==> src/rtl/xrv_id.sv <==
// xrv_id: RV32I instruction-decode stage.
//
// Registers one decompressed instruction from fetch and presents its decoded
// fields to execute. It also tracks destination registers of loads that have
// left ID but have not yet written back, and raises stalling on a load-use hazard.
//
// Ports
//   clk, rstb                  clock; asynchronous active-low reset
//   inst, inst_pc              instruction from fetch and its PC
//   inst_is_compressed         inst came from a 16-bit encoding (PC step of 2)
//   inst_valid                 fetch pops inst this cycle (already gated by stalling)
//   stalling                   backpressure to fetch
//   jmp                        flush from execute
//   ex_ready                   execute accepts the ID register this cycle
//   ld_done, ld_rd             load writeback of register ld_rd completes
//   id_*                       registered decode results; id_valid qualifies them
//
// Handshake: fetch -> ID transfers when inst_valid=1 and jmp=0 (fetch has
// already suppressed inst_valid while stalling=1). ID -> EX transfers when
// id_valid=1, ex_ready=1 and jmp=0. While id_valid=1 and ex_ready=0 every id_*
// output holds. jmp kills the ID contents and blocks both transfers that cycle.
module xrv_id (
  input  logic        clk,
  input  logic        rstb,
  input  logic [31:0] inst,
  input  logic [31:0] inst_pc,
  input  logic        inst_is_compressed,
  input  logic        inst_valid,
  output logic        stalling,
  input  logic        jmp,
  input  logic        ex_ready,
  input  logic        ld_done,
  input  logic [4:0]  ld_rd,
  output logic        id_valid,
  output logic [31:0] id_pc,
  output logic [31:0] id_pc_next,
  output logic [4:0]  id_rd,
  output logic [4:0]  id_rs1,
  output logic [4:0]  id_rs2,
  output logic [2:0]  id_funct3,
  output logic        id_funct7b5,
  output logic [31:0] id_imm,
  output logic [6:0]  id_opcode,
  output logic        id_is_load,
  output logic        id_is_store,
  output logic        id_is_branch,
  output logic        id_is_jal,
  output logic        id_is_jalr,
  output logic        id_illegal
);

  localparam logic [6:0] OP_LUI    = 7'b0110111;
  localparam logic [6:0] OP_AUIPC  = 7'b0010111;
  localparam logic [6:0] OP_JAL    = 7'b1101111;
  localparam logic [6:0] OP_JALR   = 7'b1100111;
  localparam logic [6:0] OP_BRANCH = 7'b1100011;
  localparam logic [6:0] OP_LOAD   = 7'b0000011;
  localparam logic [6:0] OP_STORE  = 7'b0100011;
  localparam logic [6:0] OP_IMM    = 7'b0010011;
  localparam logic [6:0] OP_OP     = 7'b0110011;
  localparam logic [6:0] OP_MISC   = 7'b0001111;
  localparam logic [6:0] OP_SYSTEM = 7'b1110011;

  // Combinational decode of the incoming instruction
  logic        d_has_rs1, d_has_rs2, d_has_rd;
  logic        d_load, d_store, d_branch, d_jal, d_jalr, d_illegal;
  logic [31:0] d_imm;
  logic [4:0]  d_rd, d_rs1, d_rs2;

  always_comb begin
    d_has_rs1 = 1'b1;
    d_has_rs2 = 1'b0;
    d_has_rd  = 1'b1;
    d_load    = 1'b0;
    d_store   = 1'b0;
    d_branch  = 1'b0;
    d_jal     = 1'b0;
    d_jalr    = 1'b0;
    d_illegal = 1'b0;
    d_imm     = 32'd0;
    case (inst[6:0])
      OP_LUI, OP_AUIPC: begin
        d_has_rs1 = 1'b0;
        d_imm     = {inst[31:12], 12'd0};
      end
      OP_JAL: begin
        d_has_rs1 = 1'b0;
        d_jal     = 1'b1;
        d_imm     = {{12{inst[31]}}, inst[19:12], inst[20], inst[30:21], 1'b0};
      end
      OP_JALR: begin
        d_jalr = 1'b1;
        d_imm  = {{20{inst[31]}}, inst[31:20]};
      end
      OP_BRANCH: begin
        d_has_rs2 = 1'b1;
        d_has_rd  = 1'b0;
        d_branch  = 1'b1;
        d_imm     = {{20{inst[31]}}, inst[7], inst[30:25], inst[11:8], 1'b0};
      end
      OP_LOAD: begin
        d_load = 1'b1;
        d_imm  = {{20{inst[31]}}, inst[31:20]};
      end
      OP_STORE: begin
        d_has_rs2 = 1'b1;
        d_has_rd  = 1'b0;
        d_store   = 1'b1;
        d_imm     = {{20{inst[31]}}, inst[31:25], inst[11:7]};
      end
      OP_IMM: d_imm = {{20{inst[31]}}, inst[31:20]};
      OP_OP:  d_has_rs2 = 1'b1;
      OP_MISC, OP_SYSTEM: d_imm = 32'd0;
      default: d_illegal = 1'b1;
    endcase
    // 16-bit encodings must have been expanded by fetch
    if (inst[1:0] != 2'b11) d_illegal = 1'b1;
  end

  assign d_rd  = d_has_rd  ? inst[11:7]  : 5'd0;
  assign d_rs1 = d_has_rs1 ? inst[19:15] : 5'd0;
  assign d_rs2 = d_has_rs2 ? inst[24:20] : 5'd0;

  // Loads that have left ID but not yet written back; bit 0 is never set
  logic [31:0] pending, pending_nxt;

  logic capture, handoff;
  assign capture = inst_valid & ~jmp;
  assign handoff = id_valid & ex_ready & ~jmp;

  // Set is applied after clear so a same-cycle set/clear of one register keeps
  // it pending. jmp only blocks the handoff; loads already in flight still
  // retire through ld_done.
  always_comb begin
    pending_nxt = pending;
    if (ld_done) pending_nxt[ld_rd] = 1'b0;
    if (handoff && id_is_load && (id_rd != 5'd0)) pending_nxt[id_rd] = 1'b1;
    pending_nxt[0] = 1'b0;
  end

  // A source hits if a load to it is in flight or is sitting in ID right now
  logic rs1_hit, rs2_hit, hazard;
  assign rs1_hit = (d_rs1 != 5'd0) &&
                   (pending[d_rs1] || (id_valid && id_is_load && (id_rd == d_rs1)));
  assign rs2_hit = (d_rs2 != 5'd0) &&
                   (pending[d_rs2] || (id_valid && id_is_load && (id_rd == d_rs2)));
  assign hazard  = rs1_hit | rs2_hit;

  assign stalling = (id_valid & ~ex_ready) | hazard;

  always_ff @(posedge clk or negedge rstb) begin
    if (!rstb) begin
      pending      <= 32'd0;
      id_valid     <= 1'b0;
      id_pc        <= 32'd0;
      id_pc_next   <= 32'd0;
      id_rd        <= 5'd0;
      id_rs1       <= 5'd0;
      id_rs2       <= 5'd0;
      id_funct3    <= 3'd0;
      id_funct7b5  <= 1'b0;
      id_imm       <= 32'd0;
      id_opcode    <= 7'd0;
      id_is_load   <= 1'b0;
      id_is_store  <= 1'b0;
      id_is_branch <= 1'b0;
      id_is_jal    <= 1'b0;
      id_is_jalr   <= 1'b0;
      id_illegal   <= 1'b0;
    end else begin
      pending <= pending_nxt;
      if (jmp)          id_valid <= 1'b0;
      else if (capture) id_valid <= 1'b1;
      else if (handoff) id_valid <= 1'b0;
      if (capture) begin
        id_pc        <= inst_pc;
        id_pc_next   <= inst_pc + (inst_is_compressed ? 32'd2 : 32'd4);
        id_rd        <= d_rd;
        id_rs1       <= d_rs1;
        id_rs2       <= d_rs2;
        id_funct3    <= inst[14:12];
        id_funct7b5  <= inst[30];
        id_imm       <= d_imm;
        id_opcode    <= inst[6:0];
        id_is_load   <= d_load;
        id_is_store  <= d_store;
        id_is_branch <= d_branch;
        id_is_jal    <= d_jal;
        id_is_jalr   <= d_jalr;
        id_illegal   <= d_illegal;
      end
    end
  end

endmodule

==> config.mk <==
export PLATFORM = sky130hd
export DESIGN_NAME = xrv_id
export DESIGN_NICKNAME = d
export VERILOG_FILES = /design/src/rtl/xrv_id.sv
export SDC_FILE = /design/constraint.sdc
export NUM_CORES = 1
export LEC_CHECK = 0
export CAP_MARGIN = 20
export CORE_UTILIZATION = 49
export DETAILED_ROUTE_END_ITERATION = 10
export GPL_ROUTABILITY_DRIVEN = 0
export PLACE_DENSITY = 0.8
export SYNTH_ARGS = -nofsm -noshare
export SYNTH_HDL_FRONTEND = slang
export SYNTH_SLANG_ARGS = --single-unit
==> constraint.sdc <==
create_clock -name clk -period 1.9 [get_ports clk]
set_input_delay 0.19 -clock clk [delete_from_list [all_inputs] [get_ports clk]]
set_output_delay 0.19 -clock clk [all_outputs]
set_load 0.005 [all_outputs]
==> flow_metrics.env, run 1 <==
# implementation run metrics
export IMPL_status="finished with violations"
export IMPL_violations="setup timing"
export IMPL_syn_avg_cell_area_sq_um=9.07
export IMPL_nNetsFinal=1246
export IMPL_comb_power_share_pct=19.1
export IMPL_relSlewSlack_pct=64.7
export IMPL_netlist_area_sq_um=7820
export IMPL_antenna_found_initial=0
export IMPL_setup_ws_ps=-424
export IMPL_crit_end="stalling"
export IMPL_crit_reg2reg_launch="id_is_load$_DFFE_PN0P_"
export IMPL_clk_pin_slew_worst_paths_ps=60
export IMPL_cts_buffers=17
export IMPL_reg_top3="id_imm: 32 flops, id_pc: 32 flops"
export IMPL_rsz0062_at_grt="true"
export IMPL_p_seq_share_pct=41.9
export IMPL_cts_hold_buf=1
export IMPL_comb_cell_power_w=0.00173
export IMPL_setup_violations=1
export IMPL_max_stage_delay_ps=470
export IMPL_drv_slew=0
export IMPL_hpwl_mm=18.5
export IMPL_overflow=0
run 1: kinds of logic (layout without fill, tap and decap cells):
| family | Yosys count | in the layout | share of synthesized area, % |
|---|---|---|---|
| AOI/OAI and AO/OA | 200 | 200 | 14.7 |
| muxes | 18 | 18 | 3.60 |
| xor gates and xnor gates | 39 | 39 | 4.37 |
| buffers and inverters | 65 | 383 | 3.63 |
| adders and majority gates | 3 | 3 | 0.576 |
| DFF | 159 | 159 | 50.9 |
| and+or+nand+nor | 378 | 378 | 22.3 |
run 1: placed cells by master, fill, tap and decap left out, types with 15 or more instances in the layout:
cell type and n:
a21oi_1 21, buf_4 124, clkbuf_16 17, clkdlybuf4s50_1 198, dfrtp_1 159, nand2_1 233
nand3_1 15, nor2_1 31, o21ai_0 115, o21ai_1 20, xnor2_1 31
run 1: per-stage QoR:
step           hold WS, ps  cells
2_1_floorplan         -106    862
3_3_place_gp           170   1353
3_5_place_dp           175   1353
4_1_cts                295   1390
5_1_grt                267   1391
6_report               239   1391
run 1: cell usage after synthesis, types with 3 or more instances:
master    instances
nand2_1         233
dfrtp_1         159
o21ai_0         115
clkbuf_1         37
nor2_1           31
xnor2_1          31
a21oi_1          21
o21ai_1          20
nand3_1          15
nor4_1           15
nor3_1           14
nor2b_1          12
mux2_2           11
nand3b_1         11
nand4_1          11
buf_2            10
inv_1            10
xor2_1            8
a221oi_1          7
mux4_2            7
a22o_1            6
o31ai_1           6
and3_1            5
nand2b_1          5
o41ai_1           5
or3b_2            5
a211oi_1          4
o22ai_1           4
or3_1             4
and4_1            3
buf_4             3
nand4b_1          3
run 1: cell type report:
class	count	area [sq um]
Inverter	10	37.5
Clock inverter	14	180
Fill cell	1019	3590
Timing Repair Buffer	341	3210
Clock buffer	18	429
Tap cell	211	264
Sequential cell	159	3980
Multi-Input combinational cell	638	3680
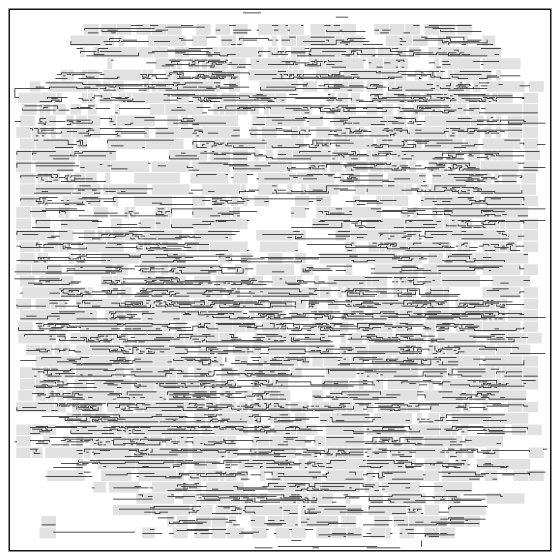
Run 1: signal wires on met1
nets with wire on the layer: 1,093
longest straight run: 39.1 um
wire length on this layer: 10,200 um
share of all routed wire: 40%
Routed Wire Length: 25.4 mm
M1 GR Usage: 41.3%
routed vias: 7,915

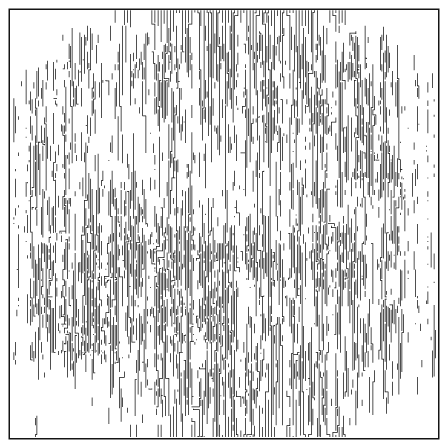
Run 1: met2 routing
share of all routed wire: 47%
main direction: vertical
nets with wire on the layer: 1,086
wire length on this layer: 11,900 um
longest straight run: 45.4 um
met2 usage: 50.5%

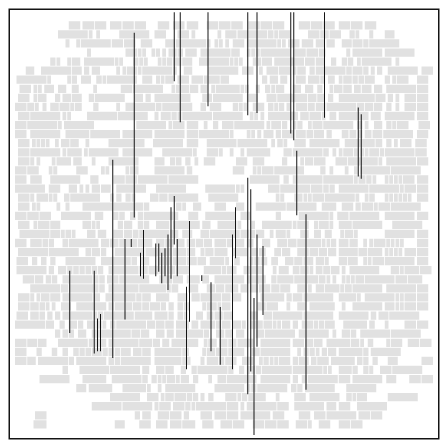
Run 1: M4 wires
wire length on this layer: 1,040 um
nets with wire on the layer: 39

Run 1, cell area per tile:
The bar under the picture is 50 um long. The die is cut into 13 by 13 equal tiles; dark blue is low, red is high, 0 to 100% covered.
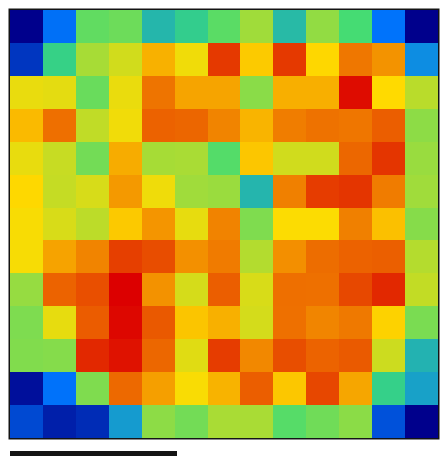

==> run 2, diff against run 1 <==
--- a/config.mk
+++ b/config.mk
@@ -6,10 +6,12 @@
 export NUM_CORES = 1
 export LEC_CHECK = 0
 export CAP_MARGIN = 20
-export CORE_UTILIZATION = 49
+export CELL_PAD_IN_SITES_DETAIL_PLACEMENT = 1
+export CELL_PAD_IN_SITES_GLOBAL_PLACEMENT = 1
+export CORE_UTILIZATION = 37
 export DETAILED_ROUTE_END_ITERATION = 10
 export GPL_ROUTABILITY_DRIVEN = 0
-export PLACE_DENSITY = 0.8
+export PLACE_DENSITY_LB_ADDON = 0.1
 export SYNTH_ARGS = -nofsm -noshare
 export SYNTH_HDL_FRONTEND = slang
 export SYNTH_SLANG_ARGS = --single-unit
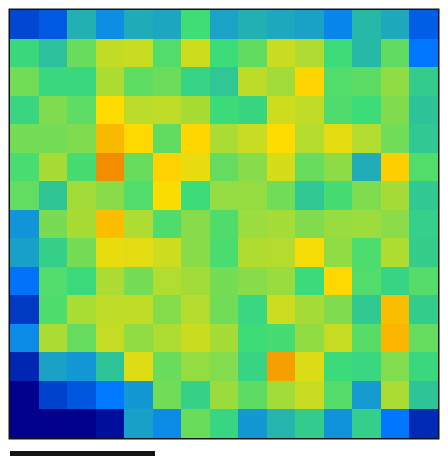
Run 2: cell area per tile
The bar under the picture is 50 um long. The die is cut into 15 by 15 equal tiles; dark blue is low, red is high, 0 to 100% covered.
emptiest ninth of the die: bottom left
densest ninth of the die: middle
fullest tile: 84%

==> run 2 against run 1 <==
  * The flow still finishes with violations (setup timing)
  * Worst setup slack got worse by 140 ps
  * Area after synthesis stayed put
  * Critical path depth is the same
  * Total power shrank 0.79%
  * Largest power group unchanged
  * Non-clock buffer count up 12
  * Register-to-register slack lost 30 ps
  * Critical path type unchanged
  * Die size increased by 32%
  * Sequential share of layout area is 0.21 points lower
  * Synthesized cell count unchanged
  * Fmax down 5.7%
  * Core utilization fell by 19 points
  * Clock-buffer cell count fell by 1
==> flow_metrics.env, run 2 <==
# implementation run metrics
export IMPL_relSlewSlack_pct=69.8
export IMPL_nNetsFinal=1258
export IMPL_rsz0062_at_grt="true"
export IMPL_regArea_sq_um=3980
export IMPL_hold_ws_ps=251
export IMPL_taps=270
export IMPL_max_stage_delay_ps=490
export IMPL_clk_pin_slew_worst_paths_ps=70
export IMPL_worst_path_stages=6
export IMPL_clockNetworkAreaShare_pct=4.88
export IMPL_largest_cell_class="flip-flops and latches"
export IMPL_lay_top_count="nand2_1"
export IMPL_crit_reg2reg_launch="id_valid$_DFFE_PN0P_"
export IMPL_diodes=0
export IMPL_comb_cells=638
export IMPL_syn_avg_cell_area_sq_um=9.07
export IMPL_layout_top_cells="nand2_1, clkdlybuf4s50_1, dfrtp_1"
export IMPL_placed_cell_area_sq_um=11200
export IMPL_drcViolationCount=0
export IMPL_clock_buffers=17
export IMPL_antenna_found_initial=0
export IMPL_netlist_area_sq_um=7820
export IMPL_common_cells="nand2_1, dfrtp_1, o21ai_0"
export IMPL_flop_count=159
export IMPL_status="finished with violations"
export IMPL_cts_buffers=17
export IMPL_nonClkBufAreaFrac_pct=27.7
export IMPL_comb_area_sq_um=3630
export IMPL_inv_count=10
export IMPL_setup_ws_ps=-565
export IMPL_setup_violations=1
export IMPL_overflow=0
export IMPL_combAreaFraction_pct=30.7
export IMPL_violations="setup timing"
export IMPL_post_place_cells=1429
export IMPL_nonClockBufferCount=353
export IMPL_final_cell_count_no_fill=1462
export IMPL_hpwl_mm=20.8
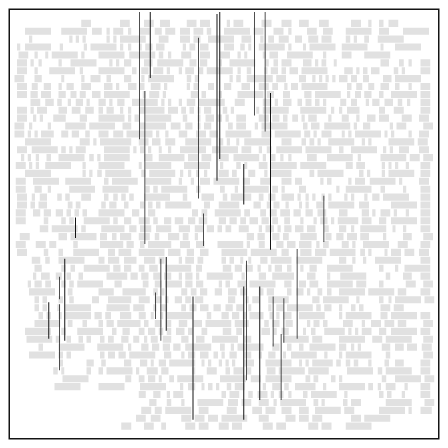
Run 2: M4 wires
nets with wire on the layer: 24
main direction: vertical
wire length on this layer: 842 um
routed vias: 7,775
Routed Wire Length: 28.2 mm

## run 2: how the worst max path moves through the flow
stage | startpoint | to | slack (ps)
finish | pending[26]$_DFF_PN0_ | stalling | -570
global route | pending[27]$_DFF_PN0_ | stalling | -610
CTS | pending[18]$_DFF_PN0_ | stalling | -470
detailed placement | inst[3] | stalling | -820
global placement | inst[20] | stalling | -790
floorplan | inst[3] | stalling | 270
## run 2: routing by layer
layer  vias to the layer above  GRT usage, %  wire length, um
met5                         -             0                0
met3                        67          4.94             1400
met1                      3858          33.5            12200
li1                       3611             -                -
met2                       239          45.5            13800
met4                         0          10.6              841
## run 2: power by group
part | internal (W) | switching [W] | total, W
clock network | 0.00185 | 0.00157 | 0.00342
logic | 0.000963 | 0.000806 | 0.00177
registers | 0.00363 | 0.000155 | 0.00379
## run 2: repair_timing
| item | in CTS | in global routing |
|---|---|---|
| endpoints found under the setup margin | 1 | 2 |
| hold buffers | 1 | 0 |
| pin swaps | 2 | 4 |
| hold endpoints to repair | 40 | 0 |
| gates resized | 15 | 2 |
## run 2: worst reg2reg max path: cells and delay by family, from the launching register on
kind | cells | cell delay, ps
and+or+nand+nor | 3 | 360
DFF | 1 | 380
AOI/OAI and AO/OA | 1 | 210
buffers and inverters | 3 | 510
## run 2: cells by family (layout without fill, tap and decap cells)
kind of cell | Yosys count | count (layout) | synth area share (%)
fa+ha+maj | 3 | 3 | 0.576
flops | 159 | 159 | 50.9
xor+xnor | 39 | 39 | 4.37
compound gates | 200 | 200 | 14.7
simple gates | 378 | 378 | 22.3
mux | 18 | 18 | 3.60
buf+inv | 65 | 395 | 3.63
Power is estimated from default activity; no workload was simulated.
